<file path="config.mk">
export PLATFORM = sky130hd
export DESIGN_NAME = c66x_power_supervisor
export DESIGN_NICKNAME = d
export VERILOG_FILES = /design/src/rtl/c66x_power_supervisor.sv
export SDC_FILE = /design/constraint.sdc
export NUM_CORES = 1
export LEC_CHECK = 0
export CAP_MARGIN = 10
export CELL_PAD_IN_SITES_DETAIL_PLACEMENT = 0
export CELL_PAD_IN_SITES_GLOBAL_PLACEMENT = 1
export CORE_ASPECT_RATIO = 1.25
export CORE_MARGIN = 2
export CORE_UTILIZATION = 40
export DETAILED_ROUTE_END_ITERATION = 16
export GPL_TIMING_DRIVEN = 0
export PLACE_DENSITY = 0.75
export SYNTH_ARGS = -nofsm -noshare
export SYNTH_HDL_FRONTEND = slang
export SYNTH_SLANG_ARGS = --single-unit
</file>
<file path="constraint.sdc">
create_clock -name sysclk -period 4.1 [get_ports sysclk]
set_input_delay 0.615 -clock sysclk [delete_from_list [all_inputs] [get_ports sysclk]]
set_output_delay 0.615 -clock sysclk [all_outputs]
set_load 0.03 [all_outputs]
</file>
<file path="src/rtl/c66x_power_supervisor.sv">
// C66x power-sequencer initiator: POR hold, start timeout, heartbeat watchdog, retry backoff and fault lockout.
// Outputs are registered one cycle behind the FSM state; seq_up/dsp_heartbeat pass a 2-flop synchroniser; no backpressure.
module c66x_power_supervisor #(
  parameter int POR_DELAY     = 100,
  parameter int START_TIMEOUT = 1000,
  parameter int BOOT_GRACE    = 20000,
  parameter int WDT_TIMEOUT   = 5000,
  parameter int MIN_OFF       = 300,
  parameter int BACKOFF_BASE  = 500,
  parameter int MAX_RETRIES   = 3,
  parameter int STABLE_TIME   = 10000
) (
  input  logic       sysclk,
  input  logic       reset,
  input  logic       power_request,
  input  logic       seq_up,
  input  logic       dsp_heartbeat,
  output logic       enable,
  output logic       running,
  output logic       lockout,
  output logic [1:0] fault_code,
  output logic [1:0] retry_count
);

  typedef enum logic [2:0] {
    POR_HOLD = 3'd0,
    OFF      = 3'd1,
    STARTING = 3'd2,
    RUNNING  = 3'd3,
    STOPPING = 3'd4,
    BACKOFF  = 3'd5,
    LOCKOUT  = 3'd6
  } state_t;

  localparam logic [1:0]  FAULT_NONE   = 2'd0;
  localparam logic [1:0]  FAULT_START  = 2'd1;
  localparam logic [1:0]  FAULT_DROP   = 2'd2;
  localparam logic [1:0]  FAULT_WDT    = 2'd3;
  localparam logic [1:0]  RETRY_MAX    = 2'(MAX_RETRIES);
  localparam logic [15:0] POR_LAST     = 16'(POR_DELAY - 1);
  localparam logic [15:0] START_LAST   = 16'(START_TIMEOUT - 1);
  localparam logic [15:0] GRACE_LAST   = 16'(BOOT_GRACE - 1);
  localparam logic [15:0] WDT_LAST     = 16'(WDT_TIMEOUT - 1);
  localparam logic [15:0] MIN_OFF_LAST = 16'(MIN_OFF - 1);
  localparam logic [15:0] STABLE_LAST  = 16'(STABLE_TIME - 1);
  localparam logic [15:0] BACKOFF_16   = 16'(BACKOFF_BASE);

  state_t      state, state_next;
  logic [15:0] timer;
  logic [15:0] wdt;
  logic        armed;
  logic [1:0]  fault_q, fault_next;
  logic [1:0]  retry_q, retry_next;
  logic        pend, pend_next;

  logic        seq_meta, seq_sync;
  logic        hb_meta, hb_sync, hb_prev;
  logic        hb_edge;
  logic [15:0] backoff_last;
  logic [15:0] wdt_last;
  logic        wdt_expired;

  always_ff @(posedge sysclk) begin
    if (reset) begin
      seq_meta <= 1'b0;
      seq_sync <= 1'b0;
      hb_meta  <= 1'b0;
      hb_sync  <= 1'b0;
      hb_prev  <= 1'b0;
    end else begin
      seq_meta <= seq_up;
      seq_sync <= seq_meta;
      hb_meta  <= dsp_heartbeat;
      hb_sync  <= hb_meta;
      hb_prev  <= hb_sync;
    end
  end

  assign hb_edge      = hb_sync & ~hb_prev;
  assign backoff_last = (BACKOFF_16 << retry_q) - 16'd1;
  assign wdt_last     = armed ? WDT_LAST : GRACE_LAST;
  // A heartbeat landing on the expiry cycle rescues the DSP.
  assign wdt_expired  = !hb_edge && (wdt >= wdt_last);

  always_comb begin
    state_next = state;
    fault_next = fault_q;
    retry_next = retry_q;
    pend_next  = pend;
    case (state)
      POR_HOLD: begin
        if (timer == POR_LAST) state_next = OFF;
      end
      OFF: begin
        if (power_request) state_next = STARTING;
      end
      STARTING: begin
        if (!power_request) begin
          state_next = STOPPING;
          pend_next  = 1'b0;
        end else if (seq_sync) begin
          state_next = RUNNING;
        end else if (timer == START_LAST) begin
          state_next = STOPPING;
          fault_next = FAULT_START;
          pend_next  = 1'b1;
        end
      end
      RUNNING: begin
        // Faults outrank a simultaneous power_request drop.
        if (!seq_sync) begin
          state_next = STOPPING;
          fault_next = FAULT_DROP;
          pend_next  = 1'b1;
        end else if (wdt_expired) begin
          state_next = STOPPING;
          fault_next = FAULT_WDT;
          pend_next  = 1'b1;
        end else if (!power_request) begin
          state_next = STOPPING;
          pend_next  = 1'b0;
        end else if (timer == STABLE_LAST) begin
          retry_next = 2'd0;
          fault_next = FAULT_NONE;
        end
      end
      STOPPING: begin
        if (timer == MIN_OFF_LAST) begin
          if (!pend)                     state_next = OFF;
          else if (retry_q == RETRY_MAX) state_next = LOCKOUT;
          else                           state_next = BACKOFF;
        end
      end
      BACKOFF: begin
        if (timer == backoff_last) begin
          if (retry_q != 2'd3) retry_next = retry_q + 2'd1;
          state_next = power_request ? STARTING : OFF;
        end
      end
      LOCKOUT: begin
        if (!power_request) begin
          state_next = OFF;
          retry_next = 2'd0;
          fault_next = FAULT_NONE;
        end
      end
      default: begin
        state_next = STOPPING;
      end
    endcase
  end

  always_ff @(posedge sysclk) begin
    if (reset) begin
      state   <= POR_HOLD;
      timer   <= 16'd0;
      wdt     <= 16'd0;
      armed   <= 1'b0;
      fault_q <= FAULT_NONE;
      retry_q <= 2'd0;
      pend    <= 1'b0;
    end else begin
      state   <= state_next;
      fault_q <= fault_next;
      retry_q <= retry_next;
      pend    <= pend_next;
      if (state_next != state)  timer <= 16'd0;
      else if (timer != 16'hFFFF) timer <= timer + 16'd1;
      // Watchdog only runs while RUNNING; it arms on the first heartbeat edge.
      if (state != RUNNING || hb_edge) wdt <= 16'd0;
      else if (wdt != 16'hFFFF)        wdt <= wdt + 16'd1;
      armed <= (state == RUNNING) && (armed || hb_edge);
    end
  end

  always_ff @(posedge sysclk) begin
    if (reset) begin
      enable      <= 1'b0;
      running     <= 1'b0;
      lockout     <= 1'b0;
      fault_code  <= FAULT_NONE;
      retry_count <= 2'd0;
    end else begin
      enable      <= (state == STARTING) || (state == RUNNING);
      running     <= (state == RUNNING);
      lockout     <= (state == LOCKOUT);
      fault_code  <= fault_q;
      retry_count <= retry_q;
    end
  end

endmodule

</file>
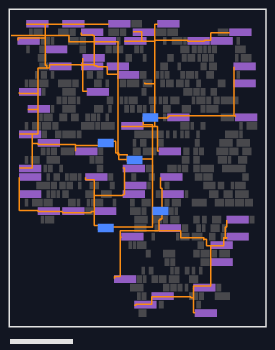
clk_routes.png
The bar under the picture is 20 um long.
clock wires -> orange  # length 698 um
clock drivers -> blue  # count 5
flip-flops -> purple  # count 53
routed clock nets = 6
flops lie = widely spread
Layout Skew: 0.0196 ns
clock network power: 323 uW
clk latency late pin: 0.32 ns

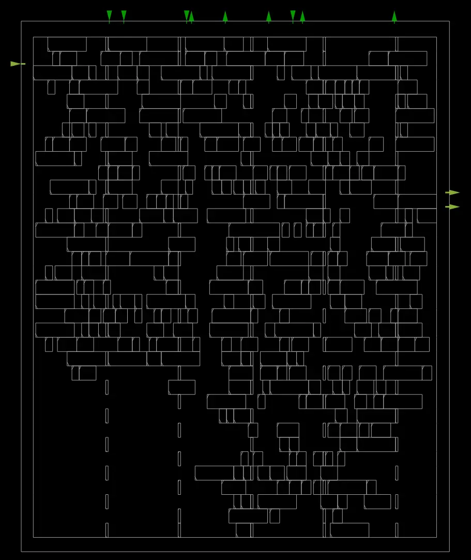
placement.png
Fill cells: 720
Tap Count: 92
fin cells: 462
core area: 7310 um2
Layout Utilization: 0.455

==> results.cfg <==
; yosys + openroad results
[run_status]
status = complete, no violations

[route]
drt_wl_total_um = 6750
drcViolationCount = 0
drt_iter0_markers = 150
wl_per_cell_um = 14.6
postRouteAntennaNets = 0

[setup_path]
worst_r2r_endpoint = timer[3]$_SDFFE_PP0P_
regToRegStartpoint = timer[0]$_SDFFE_PP0P_
cp_cell_sequence = ha_1 > nor4bb_1 > nand4_1 > a211o_1 > o31ai_1 > buf_2 > nor3_1
critPathCaptureType = flop
rrSetupSlack_ns = 1.12
crit_type = reg2reg
max_stage_delay_ns = 0.63
ff2ff_path_depth = 7
slowest_stage = nor4bb_1
critPathLaunchType = flop
required_ns = 4.30

[synth]
synth.distinct_cells = 62
syn_avg_cell_area_um2 = 8.57
synthCells = 351
ys_top_logic_family = simple AND/OR/NAND/NOR gates
ys_warn_count = 0
synthesis.nets = 372
ys_sh_adder = 0.0666
yosysCellCount = 351
synthFlopType = dfxtp_1
simple_gate_share = 0.308
top_cell_area_share = 0.353
muxShareOfSynthArea = 0.0241
edf_count = 0
syn-cell-area_um2 = 3010
area_leaders = dfxtp_1 (35%), ha_1 (6.7%), xor2_1 (5.5%), nor2_1 (5.1%), nor3_1 (3.8%)
synth_flops = 53

[floorplan]
dieHeight_um = 101
initial_core_util = 0.411
chip_area_um2 = 8230
die_x_um = 81.6
ios = 12

[final_layout]
num_antenna_cells = 0
drive_gt1_frac = 0.0865
final_common_cell = dfxtp_1
area_delta_synth_final_pct = 10.7
mi_logic_area_um2 = 1820
layout.nets = 390

[sta]
rsz0062_at_grt = false
worstMarginPinSlew_ns = 0.977
relSlewSlack = 0.342
drv_slew = 0
period_used_share = 0.728
max_freq_ghz = 0.335
hold_violations = 0

[cts]
cts.clk_slew.worst_paths_ns = 0.11
ctsResizeCount = 0
clock-sinks = 53
htree_levels = 2
clockRootBuffer = clkbuf_8
clockBufferDepth = 2
postCtsSetupBuffers = 0

[min_path]
min_from = seq_meta$_SDFF_PP0_
holdPathEnd = seq_sync$_SDFF_PP0_

[placement]
io_buffers = 11
dp_hpwl_um = 5040

[pwr]
p_per_area_nw_per_um2 = 262
cellLeakagePower_nw = 1.17
ir_drop_uv = 143

[global_route]
antenna_found_initial = 0
grt_overflow = 0
track_usage = 0.175

[job]
drv_cap = 0
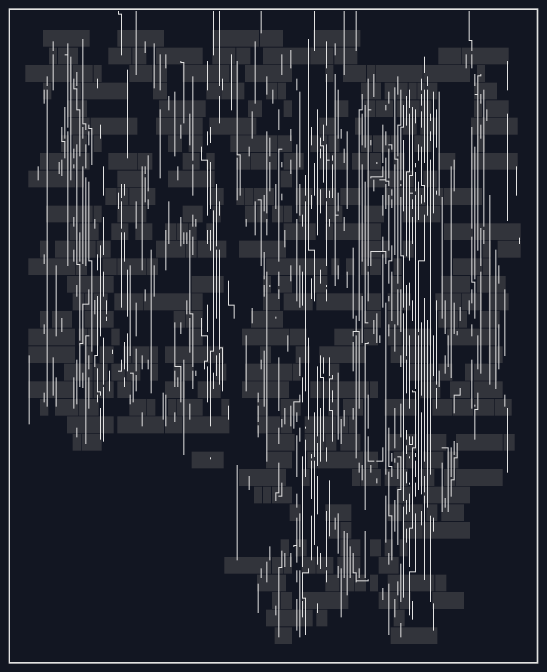
layer_met2.png
share of all routed wire = 50%
nets with wire on the layer = 321
total number of vias: 2561
met2 Use GR: 0.307

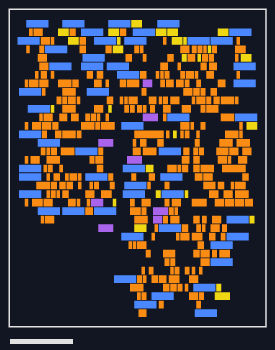
placement_by_type.png
The bar under the picture is 20 um long.
clock drivers and dummy loads -> purple  # cells 8, share of their area 3.0%
flops -> blue  # cells 53, share of their area 33%
other buffers and delay cells -> yellow  # cells 27, share of their area 6.1%
combinational and other logic -> orange  # cells 282, share of their area 58%
row count: 35
Seq area share: 0.319
final instance area: 3330 um2

==> sequential cells by signal, indices dropped and copies added, names as in the netlist <==
register / count
hb_sync: 1
wdt: 16
lockout: 1
retry_q: 2
retry_count: 2
fault_code: 2
timer: 16
seq_sync: 1
fault_q: 2
seq_meta: 1
state: 3
enable: 1
hb_meta: 1
running: 1
hb_prev: 1
pend: 1
armed: 1
==> worst max path at each step <==
stage / startpoint / endpoint / slack, ns / cells past startpoint
finish: timer[0]$_SDFFE_PP0P_ / timer[3]$_SDFFE_PP0P_ / 1.12 / 7
CTS: timer[0]$_SDFFE_PP0P_ / timer[5]$_SDFFE_PP0P_ / 1.11 / 7
detailed placement: power_request / timer[5]$_SDFFE_PP0P_ / 0.78 / 9
floorplan: timer[15]$_SDFFE_PP0P_ / timer[11]$_SDFFE_PP0P_ / 1.58 / 8
global route: armed$_SDFF_PP0_ / fault_q[0]$_SDFFE_PP0P_ / 0.82 / 9
global placement: power_request / timer[3]$_SDFFE_PP0P_ / 0.79 / 9
==> report_power, final <==
part	internal, mW	total (mW)	leakage (nW)	switching, mW
clock	0.128	0.323	0.0506	0.194
combinational	0.0119	0.0287	0.692	0.0169
sequential	0.519	0.522	0.428	0.00281
total	0.659	0.873	1.17	0.214
==> cell usage after synthesis (all sizes together) (9+ instances only) <==
cell	number
dfxtp	53
nor4	10
ha	16
xor2	19
xnor2	10
nor2	41
clkbuf	11
nand3	18
o21ai	12
nand2	19
inv	11
nor3	24
a21oi	11
nand4	9
==> area by class of cell <==
type,instances,share of cell area
plain buffers,16,0.0259
clock buffers,5,0.0207
clock inverters,3,0.00864
inverters,11,0.0124
multi-input cells,271,0.546
flip-flops and latches,53,0.319
well taps,92,0.0346
repair buffers,11,0.0331
==> per-layer routing <==
metal / track usage / vias to the layer above / share of wire
li1: - / 1304 / -
met1: 0.207 / 1189 / 0.44
met2: 0.307 / 54 / 0.50
met3: 0.0332 / 14 / 0.040
met4: 0.0652 / 0 / 0.021
met5: 0 / - / 0
==> critical path: cells and delay by family (launching register included) <==
kind | cells | cell delay, ns
compound gates | 2 | 0.89
fa+ha+maj | 1 | 0.33
buf+inv | 1 | 0.33
flops | 1 | 0.38
simple gates | 3 | 0.96
==> stage by stage <==
stage	hold slack [ns]	instance area, um2	cells	setup WS [ns]	util
finish	0.455	3330	462	1.12	0.455
global route	0.469	3330	462	0.818	0.455
CTS	0.464	3330	462	1.11	0.455
detailed placement	0.440	3230	454	0.778	0.442
global placement	0.437	3230	454	0.787	0.442
floorplan	0.414	3010	351	1.58	-
==> cell families after synthesis <==
kind of cell	count (synthesis)
adder cells (fa/ha/maj)	16
buffers and inverters	27
AND/OR/NAND/NOR	167
AND-OR/OR-AND	52
flip-flops	53
XOR/XNOR	29
multiplexers	7
Power figures rest on the tool's default switching activity, not on a simulated workload.
